### src/rtl/prbs_burst_ctrl.sv
// Burst sequencer for a 31-bit PRBS LFSR: seeds it, gates its step enable into
// bursts separated by idle gaps, and injects single-bit errors on request.
module prbs_burst_ctrl #(
  parameter int LEN_W = 16,
  parameter int GAP_W = 8,
  parameter int CNT_W = 8
) (
  input  logic             clk,
  input  logic             rst_n,
  input  logic             start,
  input  logic             stop,
  input  logic             reseed,
  input  logic [30:0]      seed,
  input  logic [LEN_W-1:0] burst_len,
  input  logic [GAP_W-1:0] gap_len,
  input  logic [CNT_W-1:0] burst_count,
  input  logic             inject_req,
  output logic             lfsr_load,
  output logic [30:0]      lfsr_seed,
  output logic             lfsr_en,
  output logic             err_flip,
  output logic             busy,
  output logic             done,
  output logic [CNT_W-1:0] burst_idx
);

  // Handshake: start/stop/inject_req are level-sampled on every rising edge;
  // lfsr_load, lfsr_en, err_flip and done are single-cycle strobes to the datapath.

  typedef enum logic [2:0] {
    S_IDLE = 3'd0,
    S_LOAD = 3'd1,
    S_RUN  = 3'd2,
    S_GAP  = 3'd3,
    S_DONE = 3'd4
  } state_e;

  state_e           state_q, state_d;
  logic             reseed_q, reseed_d;
  logic [30:0]      seed_q, seed_d;
  logic [LEN_W-1:0] len_q, len_d;
  logic [GAP_W-1:0] gap_q, gap_d;
  logic [CNT_W-1:0] cnt_q, cnt_d;
  logic [CNT_W-1:0] idx_q, idx_d;
  logic [LEN_W-1:0] run_cnt_q, run_cnt_d;
  logic [GAP_W-1:0] gap_cnt_q, gap_cnt_d;
  logic             pend_q, pend_d;

  logic             run_last;
  logic             gap_last;
  logic             flip_now;
  logic [CNT_W-1:0] idx_inc;

  // Note: this reset is active-high despite its name.
  always_ff @(posedge clk or posedge rst_n) begin
    if (rst_n) begin
      state_q   <= S_IDLE;
      reseed_q  <= 1'b0;
      seed_q    <= 31'd1;
      len_q     <= LEN_W'(1);
      gap_q     <= '0;
      cnt_q     <= '0;
      idx_q     <= '0;
      run_cnt_q <= '0;
      gap_cnt_q <= '0;
      pend_q    <= 1'b0;
    end else begin
      state_q   <= state_d;
      reseed_q  <= reseed_d;
      seed_q    <= seed_d;
      len_q     <= len_d;
      gap_q     <= gap_d;
      cnt_q     <= cnt_d;
      idx_q     <= idx_d;
      run_cnt_q <= run_cnt_d;
      gap_cnt_q <= gap_cnt_d;
      pend_q    <= pend_d;
    end
  end

  always_comb begin
    state_d   = state_q;
    reseed_d  = reseed_q;
    seed_d    = seed_q;
    len_d     = len_q;
    gap_d     = gap_q;
    cnt_d     = cnt_q;
    idx_d     = idx_q;
    run_cnt_d = run_cnt_q;
    gap_cnt_d = gap_cnt_q;
    run_last  = (run_cnt_q == LEN_W'(1));
    gap_last  = (gap_cnt_q == GAP_W'(1));
    idx_inc   = idx_q + CNT_W'(1);

    case (state_q)
      S_IDLE: begin
        if (start && !stop) begin
          reseed_d = reseed;
          seed_d   = (seed == 31'd0) ? 31'd1 : seed;
          len_d    = (burst_len == '0) ? LEN_W'(1) : burst_len;
          gap_d    = gap_len;
          cnt_d    = burst_count;
          idx_d    = '0;
          state_d  = S_LOAD;
        end
      end
      S_LOAD: begin
        if (stop) begin
          state_d = S_DONE;
        end else begin
          state_d   = S_RUN;
          run_cnt_d = len_q;
        end
      end
      S_RUN: begin
        if (stop) begin
          state_d = S_DONE;
        end else begin
          run_cnt_d = run_cnt_q - LEN_W'(1);
          if (run_last) begin
            idx_d = idx_inc;
            if (cnt_q != '0 && idx_inc == cnt_q) begin
              state_d = S_DONE;
            end else if (gap_q != '0) begin
              state_d   = S_GAP;
              gap_cnt_d = gap_q;
            end else if (reseed_q) begin
              state_d = S_LOAD;
            end else begin
              state_d   = S_RUN;
              run_cnt_d = len_q;
            end
          end
        end
      end
      S_GAP: begin
        if (stop) begin
          state_d = S_DONE;
        end else begin
          gap_cnt_d = gap_cnt_q - GAP_W'(1);
          if (gap_last) begin
            if (reseed_q) begin
              state_d = S_LOAD;
            end else begin
              state_d   = S_RUN;
              run_cnt_d = len_q;
            end
          end
        end
      end
      S_DONE: begin
        state_d = S_IDLE;
      end
      default: begin
        state_d = S_IDLE;
      end
    endcase
  end

  // A request arriving in the same cycle that a flip is consumed arms a new flip.
  always_comb begin
    flip_now = (state_q == S_RUN) && pend_q;
    pend_d   = (pend_q && !flip_now) || (inject_req && (state_q != S_IDLE));
    if (state_d == S_IDLE) begin
      pend_d = 1'b0;
    end
  end

  assign lfsr_load = (state_q == S_LOAD);
  assign lfsr_seed = seed_q;
  assign lfsr_en   = (state_q == S_RUN);
  assign err_flip  = flip_now;
  assign busy      = (state_q != S_IDLE);
  assign done      = (state_q == S_DONE);
  assign burst_idx = idx_q;

endmodule

### config.mk
export PLATFORM = sky130hd
export DESIGN_NAME = prbs_burst_ctrl
export DESIGN_NICKNAME = d
export VERILOG_FILES = /design/src/rtl/prbs_burst_ctrl.sv
export SDC_FILE = /design/constraint.sdc
export NUM_CORES = 1
export LEC_CHECK = 0
export CAP_MARGIN = 30
export CELL_PAD_IN_SITES_DETAIL_PLACEMENT = 1
export CELL_PAD_IN_SITES_GLOBAL_PLACEMENT = 2
export CORE_UTILIZATION = 29
export CTS_BUF_LIST = sky130_fd_sc_hd__clkbuf_8 sky130_fd_sc_hd__clkbuf_16
export DETAILED_ROUTE_END_ITERATION = 10
export GPL_TIMING_DRIVEN = 1
export PLACE_DENSITY_LB_ADDON = 0.12
export SLEW_MARGIN = 15
export SYNTH_ARGS = -nofsm -noshare
export SYNTH_HDL_FRONTEND = slang
export SYNTH_SLANG_ARGS = --single-unit
### constraint.sdc
create_clock -name clk -period 2.9 [get_ports clk]
set_input_delay 0.435 -clock clk [delete_from_list [all_inputs] [get_ports clk]]
set_output_delay 0.435 -clock clk [all_outputs]
set_load 0.005 [all_outputs]
==> impl_metrics.yaml, run 1 <==
# generated from flow reports
cts:
  post-cts-setup-buffers: 0
  insertion_delay_ps: 360
  cts_hold_buffers: 0
  tritoncts: "done"
  clkSlewWorstSetupHoldPaths_ps: 80
  cts_resized: 0
  clkSinkCount: 100
yosys:
  synth.logic.top_family: "simple AND/OR/NAND/NOR gates"
  post_synth_num_cell_types: 66
  post_synth_and_or_nand_nor_area_fraction_pct: 16.6
  synthesis.area_mm2: 0.00516
  synth.yosys.chip_area_mm2: 0.00516
  floorplan.nets: 549
  yosysWarnings: 0
  synthArstFlopShare_pct: 100
  synth_adder_area_share_pct: 1.21
  synth-seq-area-share_pct: 48.5
  area_leaders: "sky130_fd_sc_hd__dfrtp_1 48%, sky130_fd_sc_hd__mux2_2 12%, sky130_fd_sc_hd__a21oi_1 2.4%"
  ys_sh_xor_pct: 1.87
  yosys.area.top_type: "sky130_fd_sc_hd__dfrtp_1"
  yosysCellCount: 475
  synth.mux.area_fraction_pct: 14.5
layout:
  layout.comb_gates.multi_input: 333
  post-route-cell-area_mm2: 0.00695
  fill_cells: 1877
  sh_comb_area_pct: 35.5
  layout.area.seq_mm2: 0.00250
  num-nets-final: 668
  layout_top_cells_excl_fill_tap: "112 x sky130_fd_sc_hd__clkdlybuf4s50_1, 98 x sky130_fd_sc_hd__dfrtp_1, 57 x sky130_fd_sc_hd__mux2_2"
  bufAreaShareNonClock_pct: 19.1
placement:
  place.gp.congestion: 0.795
  detailed_place.area_mm2: 0.00664
  place_hpwl_mm: 11.2
  place_worst_setup_slack_ps: 264
global_route:
  grt_pass1_wl_mm: 24.2
  grt_util_met1_pct: 21.9
run:
  max-cap-violations: 0
final_timing:
  fmax_mhz: 378
  worst_max_slew_pin_slew_ps: 596
  worst_hold_slack_ps: 488
  finalWorstPathRequiredPeriod_ps: 2650
  rsz0062_at_grt: "no"
  period_used_pct: 91.3
worst_setup_path:
  ordered_list_of_cells_on_the_worst_path: "ha_1 -> xor2_1 -> nor3_2 -> or4b_4 -> o21ai_4 -> buf_4 -> mux2i_1 -> a2bb2oi_1"
  category_of_the_worst_setup_path_launch_point: "flop"
  cpMaxStageDelayCell: "sky130_fd_sc_hd__or4b_4"
  cp.depth: 8
  endpoint_kind: "flop"
  cp-endpoint: "run_cnt_q[13]"
  reg2reg_from: "burst_idx[0]"
  crit_arrival_ps: 2900
  crit_path_start: "burst_idx[0]"
status:
  outcome: "finished, final reports clean"
drt:
  detail_route.wirelength_mm: 14.8
  dr_wl_met3_mm: 1.20
  drt_first_pass_iters: 4
  initial_drc_count: 134
  wirelength_met1_mm: 6.66
  num_vias: 4224
power_and_ir_drop:
  total_switching_power_mw: 1.56
  p_int_mw: 3.23
  power_density_mw_per_mm2: 690
  p_comb_share_pct: 27.4
  powerSeq_mw: 2.24
  power_leakage_nw: 2.77
  combinational_cell_power_consumption_mw: 1.31
  report.power.total_mw: 4.80
floorplanning:
  initCoreUtil_pct: 29.7
  nWellTaps: 225
  die_area_mm2: 0.0183
  die_h_um: 135
  floorplan.die.width_um: 135
  pin_count: 113
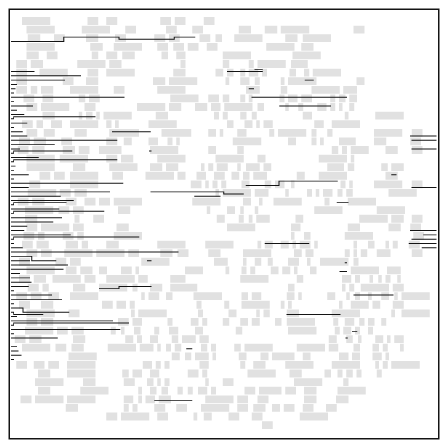
Run 1: met3 routing
Cells faint in the background.
longest straight run = 52.7 µm
nets with wire on the layer = 89
wire length on this layer = 1,200 µm
share of all routed wire = 8.1%

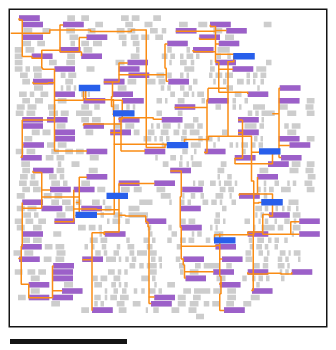
Run 1: clock distribution
Scale bar: 50 µm.
blue -> cells driving clock nets  # count 9
purple -> flip-flops  # count 100
orange -> clock wires  # length 1,550 µm
flops lie = widely spread
final worst clock skew: 12.8 ps
relative contribution of the clock network to total power: 26.0%

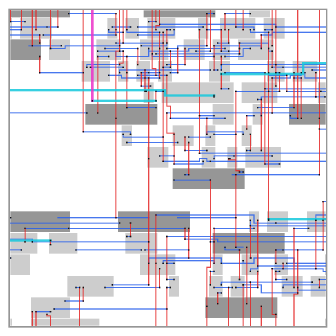
Run 1: zoomed window
Window x 48 to 88, y 48 to 88 µm. Cells in gray, sequential cells in the stronger gray; small squares are vias.
magenta -> met4
cyan -> met3
blue -> met1
red -> met2
sequential cells in the window = 7
cells with their middle in the window = 58
most frequent = nand2_1 (7), dfrtp_1 (7), buf_4 (6)
netlist names of flops here include = run_cnt_q (3), state_q (2)

==> run 2, diff against run 1 <==
--- a/config.mk
+++ b/config.mk
@@ -11,7 +11,6 @@
 export CORE_UTILIZATION = 29
 export CTS_BUF_LIST = sky130_fd_sc_hd__clkbuf_8 sky130_fd_sc_hd__clkbuf_16
 export DETAILED_ROUTE_END_ITERATION = 10
-export GPL_TIMING_DRIVEN = 1
 export PLACE_DENSITY_LB_ADDON = 0.12
 export SLEW_MARGIN = 15
 export SYNTH_ARGS = -nofsm -noshare
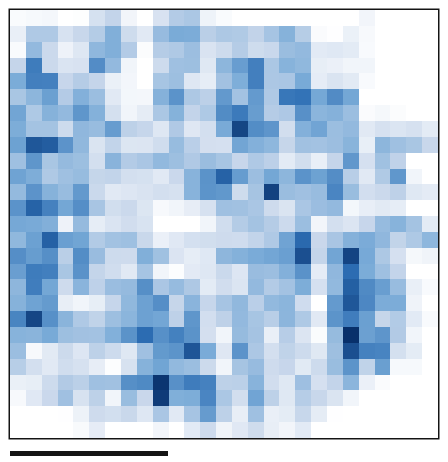
Run 2: routed metal per tile
Scale bar: 50 µm. The die is cut into 27 by 27 equal tiles; white is low, dark blue is high, scaled to the fullest tile. Values are wire area over tile area, all layers added.
densest ninth of the die = west
fullest tile = 0.44
tiles over half the peak = 18%
average routed wire per standard cell: 17.9 µm
routed wire length: 14.8 mm
via total after detailed routing: 4,224
GRT Resource Usage Total: 17.1%

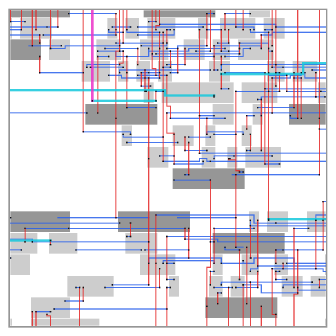
Run 2: zoomed window
Window x 48 to 88, y 48 to 88 µm. Cells in gray, sequential cells in the stronger gray; small squares are vias.
magenta -> met4
blue -> met1
cyan -> met3
red -> met2
cells with their middle in the window = 58
sequential cells in the window = 7
netlist names of flops here include = run_cnt_q (3), state_q (2)
most frequent = nand2_1 (7), dfrtp_1 (7), buf_4 (6)

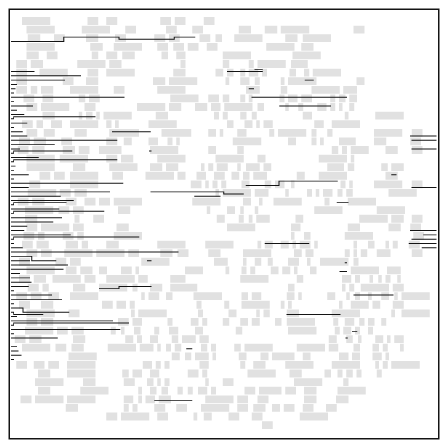
Run 2: met3 routing
Cells faint in the background.
nets with wire on the layer = 89
main direction = horizontal
share of all routed wire = 8.1%
global-route met3 utilization: 6.43%

==> run 2 against run 1 <==
- critical endpoint unchanged
- flip-flop count did not move
- critical path type unchanged
- synthesized cell count is the same
- global-route usage is the same
- die size unchanged
- wire length unchanged
==> impl_metrics.yaml, run 2 <==
# generated from flow reports
power_and_ir_drop:
  powerSeq_mw: 2.24
  power_leakage_nw: 2.77
  p_int_mw: 3.23
  power_density_mw_per_mm2: 690
  combinational_cell_power_consumption_mw: 1.31
  clock_power_share_pct: 26.0
  p_comb_share_pct: 27.4
  total_switching_power_mw: 1.56
status:
  outcome: "finished, final reports clean"
worst_setup_path:
  crit_arrival_ps: 2900
  ordered_list_of_cells_on_the_worst_path: "ha_1 -> xor2_1 -> nor3_2 -> or4b_4 -> o21ai_4 -> buf_4 -> mux2i_1 -> a2bb2oi_1"
  reg2reg_from: "burst_idx[0]"
  cpMaxStageDelayCell: "sky130_fd_sc_hd__or4b_4"
  crit_path_start: "burst_idx[0]"
  endpoint_kind: "flop"
  cp.depth: 8
  cp-endpoint: "run_cnt_q[13]"
  category_of_the_worst_setup_path_launch_point: "flop"
final_timing:
  fmax_mhz: 378
  finalWorstPathRequiredPeriod_ps: 2650
  worst_max_slew_pin_slew_ps: 596
  rsz0062_at_grt: "no"
  period_used_pct: 91.3
  clock_skew_ps: 12.8
drt:
  drt_first_pass_iters: 4
  dr_wl_met3_mm: 1.20
  initial_drc_count: 134
  wirelength_met1_mm: 6.66
yosys:
  area_leaders: "sky130_fd_sc_hd__dfrtp_1 48%, sky130_fd_sc_hd__mux2_2 12%, sky130_fd_sc_hd__a21oi_1 2.4%"
  synthesis.area_mm2: 0.00516
  synth-seq-area-share_pct: 48.5
  yosys.area.top_type: "sky130_fd_sc_hd__dfrtp_1"
  post_synth_num_cell_types: 66
  synthArstFlopShare_pct: 100
  synth_adder_area_share_pct: 1.21
  synth.mux.area_fraction_pct: 14.5
  yosysCellCount: 475
placement:
  place.gp.congestion: 0.795
  detailed_place.area_mm2: 0.00664
floorplanning:
  pin_count: 113
  die_area_mm2: 0.0183
  nWellTaps: 225
  die_h_um: 135
  floorplan.die.width_um: 135
  initCoreUtil_pct: 29.7
layout:
  sh_comb_area_pct: 35.5
  bufAreaShareNonClock_pct: 19.1
  num-nets-final: 668
  layout.area.seq_mm2: 0.00250
cts:
  post-cts-setup-buffers: 0
  clkSinkCount: 100
  insertion_delay_ps: 360
  cts_hold_buffers: 0
run:
  max-cap-violations: 0
global_route:
  grt_util_met1_pct: 21.9
  grt_pass1_wl_mm: 24.2
No activity file was given, so power comes from the tool's default toggle rates.
